Design cam_capture, sky130hd; sources not shown.
**Signal metal coverage by tile**

Scale: 3 px per µm. The die is cut into 24 by 24 equal tiles; dark purple is low, yellow is high, scaled to the fullest tile. Values are wire area over tile area, all layers added.
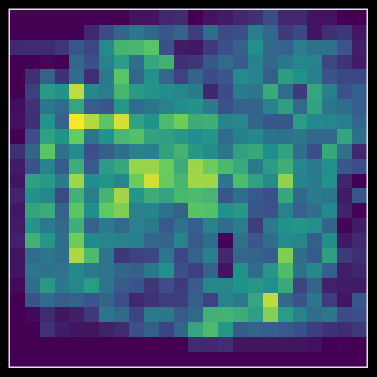
12% of the tiles are nearly empty. The fullest tile reaches 0.47. The densest ninth of the die: centre. The emptiest ninth of the die: lower left. 22% of the tiles are over half the peak.
total wirelength of the detailed-routed design: 14.4 mm
post-detailed-route wirelength per cell: 16.5 µm

**PDN straps and rails**

Scale: 4 px per µm. Pins as bars on the die edge.
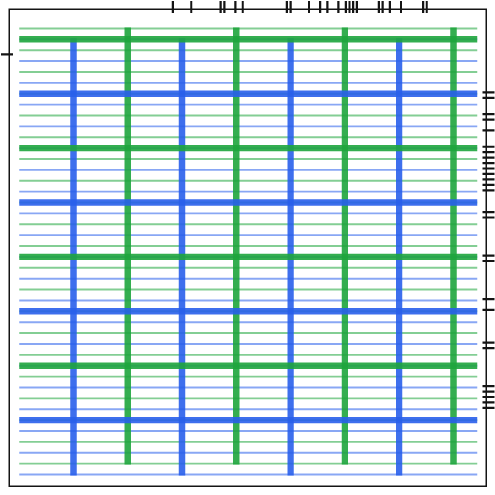
Key: blue = VSS; green = VDD
8 straps on met5. 42 met1 rails follow the rows.
die boundary width: 119 µm
vertical die size: 119 µm
core box area: 12,800 µm²
IR Drop Worst-Case VDD: 0.212 mV

**Sizing map**

Scale: 2 px per µm.
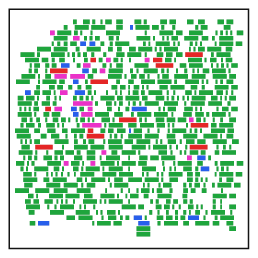
Key: magenta = _3 and _4 cells [cells 19, share 2.7%, most used buf_4]; red = _6 and larger [cells 13, share 1.9%, most used clkbuf_16]; blue = _2 cells [cells 18, share 2.6%]; green = _0 and _1 cells [cells 646, share 93%, most used inv_1]
Buffers, non-clock: 55
layout overhead on the synthesized area: 16.0%
worst setup slack after layout: 0.230 ns
post-layout instance area: 6880 µm²

**Cell outlines without signal wires**

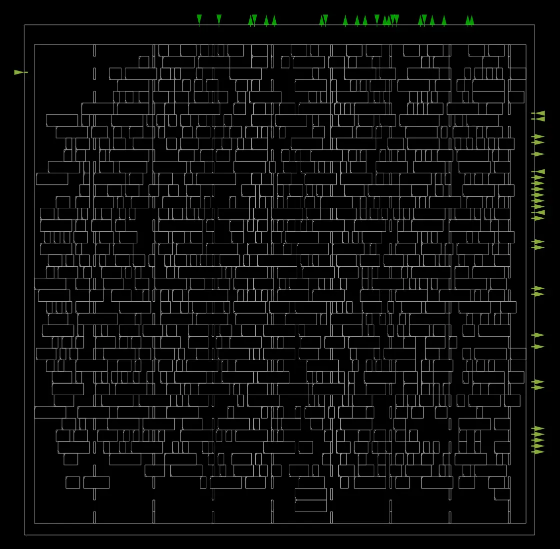
fraction of area in registers: 0.236
fin cells: 868

==> results.txt <==
Figures from the implementation reports.

- The run finished with clean final reports.
- The chip area estimate from yosys synthesis is 5940 µm².
- The required time of the critical path reads 5.09 ns.
- The total overflow reported by the global router reads 0.
- The clock tree root driver cell is sky130_fd_sc_hd__clkbuf_16.
- Across every metal layer, demand over resource in global routing totals 0.215.
- The number of routed nets with antenna violations is 0.
- Among logic cells in the layout, the one with the most instances is sky130_fd_sc_hd__inv_1.
- The cell row count is 41.
- The async set-or-reset flop fraction in the synthesized netlist reads 0.
- The warning total across the stage logs is 46.
- Leaving out buffers and inverters, the combinational logic in the layout accounts for 3870 µm².
- STA reports a reg2reg setup slack of 0.23 ns.
- The first-pass GRT wire length reads 24.6 mm.
- The nature of the critical path startpoint reads a register.
- The leakage power is 3.00 nW.
- The vias per cell is 5.13.
- The class of the most critical setup path is reg2reg.
- met2 is the most crowded layer.
- The maximum number of pins on one net before global-route repair reads 55.
- At the end of routability-driven placement, the weighted congestion stood at 0.856.
- The estimated wirelength of the detail-placed design is 11.4 mm.
- The count of nets after finishing is 813.
- The number of cells on the worst hold path reads 2.
- The number of antenna violations at the first check in global routing reads 0.
- The count of endpoints failing hold in the final timing report reads 0.
- Looking at the clock tree report, the H-tree level count equals 3.
- The data arrival time reported for the critical path is 4.86 ns.
- The critical path goes through inv_1, fa_1, inv_1, fa_1, fa_1, inv_1, fa_1, inv_1, ha_1, o21ai_0, a21oi_1, a41oi_2, o21ai_1, or4b_1, nand3_1.
- The type recorded for the worst min-delay path is reg2reg.
- The post-CTS setup-driven buffer insertion count reads 0.
- The share of the yosys chip area belonging to registers reads 0.273.
- The highest achievable clock rate reads 219 MHz.
- The final timing summary puts the cycle share of the worst path at 0.952.
- The number of max-capacitance violations reported reads 0.
- In the routed design, unresolved DRC markers number 0.
- The via count of the first global-routing pass is 4,913.
- The critical-path cell with the highest stage delay is sky130_fd_sc_hd__fa_1.
==> report_power, final <==
group / internal (mW) / total (mW) / switching [mW] / leakage (nW)
Sequential: 0.675 / 0.678 / 0.00290 / 0.654
Combinational: 0.0217 / 0.0504 / 0.0287 / 2.21
Clock: 0.370 / 0.664 / 0.294 / 0.132
Total: 1.07 / 1.39 / 0.325 / 3.00
==> area by class of cell <==
cell class | count | share of cell area
Inverter | 96 | 0.0523
Sequential cell | 81 | 0.236
Clock buffer | 10 | 0.0347
Tap cell | 172 | 0.0313
Timing Repair Buffer | 55 | 0.0771
Multi-Input combinational cell | 448 | 0.562
Clock inverter | 6 | 0.00709
==> per-layer routing <==
metal | vias up | wire length, µm
met5 | - | 0
met4 | 0 | 182
met3 | 14 | 383
met2 | 54 | 7410
met1 | 2192 | 6380
li1 | 2194 | -
==> synthesized netlist by cell type, types with 5 or more instances <==
master | number | area share
sky130_fd_sc_hd__nand2b_1 | 6 | 0.0063
sky130_fd_sc_hd__nand2_1 | 68 | 0.043
sky130_fd_sc_hd__ha_1 | 58 | 0.12
sky130_fd_sc_hd__buf_2 | 6 | 0.0051
sky130_fd_sc_hd__inv_1 | 96 | 0.061
sky130_fd_sc_hd__nand4_1 | 8 | 0.0084
sky130_fd_sc_hd__nor2_1 | 49 | 0.031
sky130_fd_sc_hd__nor2b_1 | 5 | 0.0053
sky130_fd_sc_hd__o2111ai_1 | 8 | 0.012
sky130_fd_sc_hd__xnor2_1 | 26 | 0.038
sky130_fd_sc_hd__fa_1 | 51 | 0.17
sky130_fd_sc_hd__xor2_1 | 13 | 0.019
sky130_fd_sc_hd__a21oi_1 | 46 | 0.039
sky130_fd_sc_hd__mux2i_1 | 9 | 0.015
sky130_fd_sc_hd__clkbuf_1 | 8 | 0.0051
sky130_fd_sc_hd__a21o_1 | 7 | 0.0089
sky130_fd_sc_hd__nand3_1 | 10 | 0.0084
sky130_fd_sc_hd__o21ai_1 | 5 | 0.0042
sky130_fd_sc_hd__o21ai_0 | 11 | 0.0093
sky130_fd_sc_hd__dfxtp_1 | 81 | 0.27
==> logic make-up (layout without fill, tap and decap cells) <==
family,count (synthesis),in the layout,share of synthesized area
muxes,9,9,0.0152
and+or+nand+nor,179,179,0.145
xor gates and xnor gates,40,40,0.0603
adders and majority gates,109,109,0.294
AOI/OAI and AO/OA,111,111,0.136
buffers and inverters,114,167,0.0753
DFF,81,81,0.273
==> per-stage QoR <==
| step | cell area, µm² | hold WS [ns] | instances | utilization | total power, mW |
|---|---|---|---|---|---|
| final | 6880 | 0.451 | 868 | 0.539 | 1.39 |
| after global routing | 6880 | 0.476 | 868 | 0.539 | 1.44 |
| after CTS | 6880 | 0.454 | 868 | 0.539 | 1.41 |
| after detailed placement | 6600 | 0.445 | 852 | 0.516 | 0.744 |
| after global placement | 6600 | 0.437 | 852 | 0.516 | 0.742 |
| after floorplan | 5940 | 0.436 | 643 | - | 0.721 |
==> worst max-delay path, delay by kind of cell (launching register included) <==
family	cells	cell delay, ns
buffers and inverters	4	0.37
adder cells (fa/ha/maj)	5	2.44
AND-OR/OR-AND	4	0.73
AND/OR/NAND/NOR	2	0.55
flip-flops	1	0.42
Power and IR drop assume default switching activity.
